File: config.mk
export PLATFORM = sky130hd
export DESIGN_NAME = hazard_ctrl
export DESIGN_NICKNAME = d
export VERILOG_FILES = /design/src/rtl/hazard_ctrl_pkg.sv /design/src/rtl/md_timer.sv /design/src/rtl/hazard_ctrl.sv
export SDC_FILE = /design/constraint.sdc
export NUM_CORES = 1
export LEC_CHECK = 0
export CAP_MARGIN = 20
export CORE_MARGIN = 8
export CORE_UTILIZATION = 41
export DETAILED_ROUTE_END_ITERATION = 10
export PLACE_DENSITY = 0.76
export SYNTH_ARGS = -nofsm -noshare
export SYNTH_HDL_FRONTEND = slang
export SYNTH_SLANG_ARGS = --single-unit
export TNS_END_PERCENT = 50
File: constraint.sdc
create_clock -name clk -period 3.85 [get_ports clk]
set_input_delay 1.155 -clock clk [delete_from_list [all_inputs] [get_ports clk]]
set_output_delay 1.155 -clock clk [all_outputs]
set_load 0.03 [all_outputs]
File: src/rtl/hazard_ctrl_pkg.sv
// Shared constants and the register-dependency stall rule for the hazard controller.
package hazard_ctrl_pkg;

  localparam logic [1:0]  TUSE_NONE = 2'd3;
  localparam int unsigned MULT_CYC  = 5;
  localparam int unsigned DIV_CYC   = 10;
  localparam int unsigned CNT_W     = 4;

  // A source stalls only when a producer in E or M targets it and its result
  // will not be ready by the time D needs it; $0 and unused sources never stall.
  function automatic logic src_stall(input logic [4:0] src,
                                     input logic [1:0] tuse,
                                     input logic [4:0] e_dst,
                                     input logic [1:0] e_tnew,
                                     input logic [4:0] m_dst,
                                     input logic [1:0] m_tnew);
    logic hit_e;
    logic hit_m;
    hit_e = (src == e_dst) && (e_tnew > tuse);
    hit_m = (src == m_dst) && (m_tnew > tuse);
    return (src != 5'd0) && (tuse != TUSE_NONE) && (hit_e || hit_m);
  endfunction

endpackage

File: src/rtl/md_timer.sv
// Busy-window down-counter for the mult/div unit; a start is accepted only when idle.
module md_timer #(
  parameter int unsigned MULT_CYC = hazard_ctrl_pkg::MULT_CYC,
  parameter int unsigned DIV_CYC  = hazard_ctrl_pkg::DIV_CYC
) (
  input  logic clk,
  input  logic reset,
  input  logic load,
  input  logic is_div,
  output logic busy
);
  import hazard_ctrl_pkg::*;

  localparam logic [CNT_W-1:0] MULT_LOAD = CNT_W'(MULT_CYC);
  localparam logic [CNT_W-1:0] DIV_LOAD  = CNT_W'(DIV_CYC);

  logic [CNT_W-1:0] md_cnt;

  always_ff @(posedge clk) begin
    if (reset) begin
      md_cnt <= '0;
    end else if (md_cnt != '0) begin
      md_cnt <= md_cnt - 1'b1;
    end else if (load) begin
      md_cnt <= is_div ? DIV_LOAD : MULT_LOAD;
    end
  end

  assign busy = (md_cnt != '0);

endmodule

File: src/rtl/hazard_ctrl.sv
// Pipeline hazard controller: combinational D-stage stall decision, mult/div busy
// tracking and a saturating count of stalled cycles.
module hazard_ctrl #(
  parameter int unsigned MULT_CYC = hazard_ctrl_pkg::MULT_CYC,
  parameter int unsigned DIV_CYC  = hazard_ctrl_pkg::DIV_CYC
) (
  input  logic        clk,
  input  logic        reset,
  input  logic [4:0]  D_rs,
  input  logic [4:0]  D_rt,
  input  logic [1:0]  D_tuse_rs,
  input  logic [1:0]  D_tuse_rt,
  input  logic [4:0]  E_dst,
  input  logic [1:0]  E_tnew,
  input  logic [4:0]  M_dst,
  input  logic [1:0]  M_tnew,
  input  logic        D_md_use,
  input  logic        E_md_start,
  input  logic        E_md_div,
  output logic        pc_en,
  output logic        fd_en,
  output logic        de_clr,
  output logic        md_busy,
  output logic [15:0] stall_cnt
);
  import hazard_ctrl_pkg::*;

  logic stall_rs;
  logic stall_rt;
  logic stall_md;
  logic stall;

  md_timer #(
    .MULT_CYC(MULT_CYC),
    .DIV_CYC (DIV_CYC)
  ) u_md_timer (
    .clk   (clk),
    .reset (reset),
    .load  (E_md_start),
    .is_div(E_md_div),
    .busy  (md_busy)
  );

  assign stall_rs = src_stall(D_rs, D_tuse_rs, E_dst, E_tnew, M_dst, M_tnew);
  assign stall_rt = src_stall(D_rt, D_tuse_rt, E_dst, E_tnew, M_dst, M_tnew);
  // A start in E blocks D the same cycle, before md_busy has risen.
  assign stall_md = D_md_use && (md_busy || E_md_start);
  assign stall    = stall_rs || stall_rt || stall_md;

  assign pc_en  = !stall;
  assign fd_en  = !stall;
  assign de_clr = stall;

  always_ff @(posedge clk) begin
    if (reset) begin
      stall_cnt <= '0;
    end else if (stall && (stall_cnt != 16'hFFFF)) begin
      stall_cnt <= stall_cnt + 16'd1;
    end
  end

endmodule

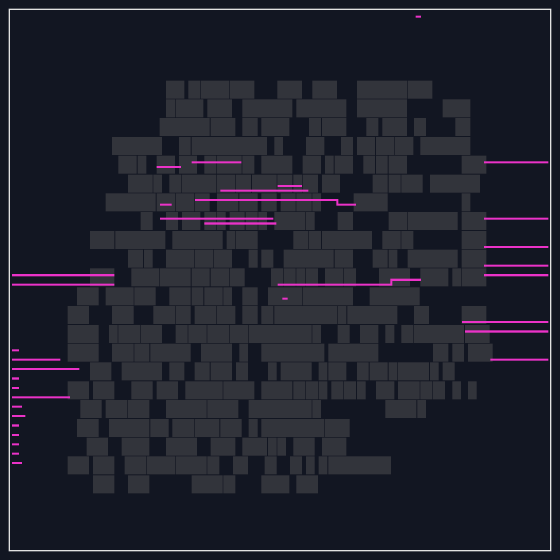
**Above:** met3 routing.
main direction	horizontal
wire length on this layer	237 µm
nets with wire on the layer	31
Routed Wire Length: 4.564 mm
total number of vias: 1,668
M3 GR Usage: 0.03986

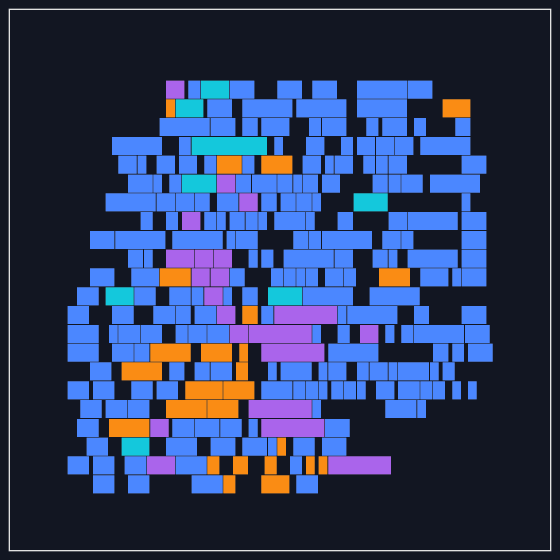
**Above:** drive-strength map.
color	size	cells	share	most used
cyan	x6 and larger	8	3.1%	buf_6
blue	x1 and smaller	208	79%	clkdlybuf4s50_1
orange	x2	25	9.5%	nor4_2
purple	x3 and x4	21	8.0%	buf_4
Finished Cell Area: 2417 µm²
P&R area growth vs syn: 52.61%

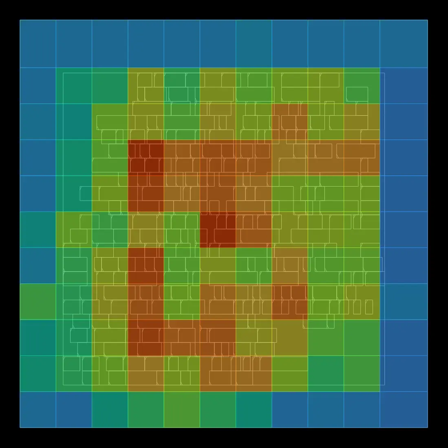
**Above:** track usage over the die.
DR WL/cell: 14.72 µm
post-layout util: 0.6554

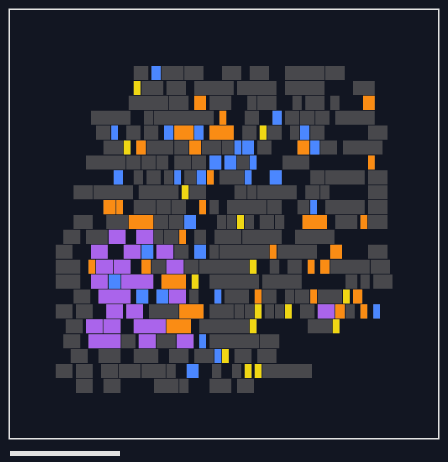
**Above:** selected gate families.
Scale bar: 20 µm.
color	family	cells
blue	nand cells	29
yellow	inv cells	15
purple	xor and xnor cells	21
orange	nor cells	31
final std cells w/o fill: 310
Comb/total area: 0.5052
most numerous logic cell after layout: clkdlybuf4s50_1

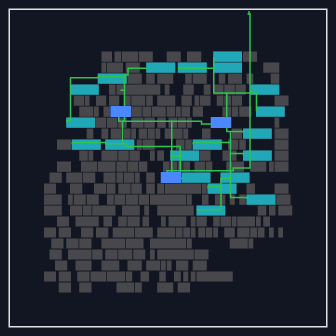
**Above:** clock network drawn from the DEF.
[cyan] flip-flops | count: 20
[blue] clock-net drivers | count: 3
[green] clock wires | length: 299 µm
routed clock nets	4
clock power share: 0.260
Setup Skew: 0.004051 ns
Clk. pwr: 0.214 mW
Latency at later pin: 0.27 ns

==> results_dict.tcl <==
# flow metrics
set metrics [dict create \
    rr_startpoint "u_md_timer.md_cnt[0]$_SDFFE_PP0N_" \
    arrival_ns 2.61 \
    sh_seq_area 0.1656 \
    root_buffer "clkbuf_8" \
    crit_end "de_clr" \
    met2_usage 0.2577 \
    holdPathStages 2 \
    cpPeakStageDelay_ns 0.47 \
    logic_area_um2 1221 \
    warnings 27 \
    ys_sh_xor 0.1161 \
    timing.hold.ws_ns 0.5071 \
    cts_tree "built" \
    synth_area_um2 1584 \
    cts_buffer_depth 2 \
    cts_sinks 20 \
    inv_count 15 \
    topCombFamilyByArea "simple AND/OR/NAND/NOR gates" \
    worstSetupStartpoint "D_rs[1]" \
    hold_path_startpoint "stall_cnt[7]$_SDFFE_PP0P_" \
    synthTopCellsByCount "20 x a21oi_1, 20 x dfxtp_1, 15 x inv_1" \
    min_to "stall_cnt[7]$_SDFFE_PP0P_" \
    drive_above_1_share 0.2061 \
    relSlewSlack 0.4095 \
    worst_hold_path_type "reg2reg" \
    worst_pin_slew_ns 0.8829 \
    die_w_um 78.16 \
    setup_tns_ns 0 \
    yosysTopAreaCellShare 0.2528 \
    crit_required_ns 2.69 \
    yosysUniqueCellTypes 38 \
    initial_core_util 0.4294 \
    die_y_um 78.16 \
    cp_max_fo 4 \
    rsz0062_at_grt "no" \
    worst_slack_ns 0.08073 \
    ys_seq_share 0.2528 \
    grt_pass1_vias 1687 \
    power.density_nw_per_um2 341.2 \
    nFillCells 337 \
    area_leaders "dfxtp_1 25%, ha_1 8.7%, xnor2_1 7.2%, a21oi_1 6.3%, xor2_1 4.4%" \
    largest_class "combinational gates" \
    fmax_mhz 265.3 \
    muxShareOfSynthArea 0.02844 \
    r2r_cells 9 \
    setup_viol 0 \
    first_pass_iters 4 \
    drc_errors 0 \
    status "complete, no violations" \
    nClkBuffers 3 \
    clk_pin_slew_ns 0.08 \
    endpoint_kind "output pin" \
    slew_violations 0 \
    post-route-min-period_ns 3.769 \
    final_nets 307 \
    grt_pass1_wl_mm 7.762 \
]
## state kept, by name, indices dropped and copies added (netlist names)
| name | cells |
|---|---|
| u_md_timer.md_cnt | 4 |
| stall_cnt | 16 |
## timing repair
item	CTS	global route
hold buffers	0	0
resized	45	18
pin swaps	14	11
setup endpoints to repair	3	3
setup buffers	1	1
## critical path: cells and delay by family
family / cells / cell delay [ns]
buffers and inverters: 3 / 0.64
XOR/XNOR: 1 / 0.20
AND-OR/OR-AND: 1 / 0.16
AND/OR/NAND/NOR: 2 / 0.45
## power by group
part | switching, mW | internal, mW | leakage (nW) | total [mW]
Combinational | 0.195 | 0.157 | 0.746 | 0.352
Sequential | 0.0277 | 0.230 | 0.162 | 0.258
Clock | 0.0752 | 0.139 | 0.0357 | 0.214
Power and IR drop assume default switching activity.
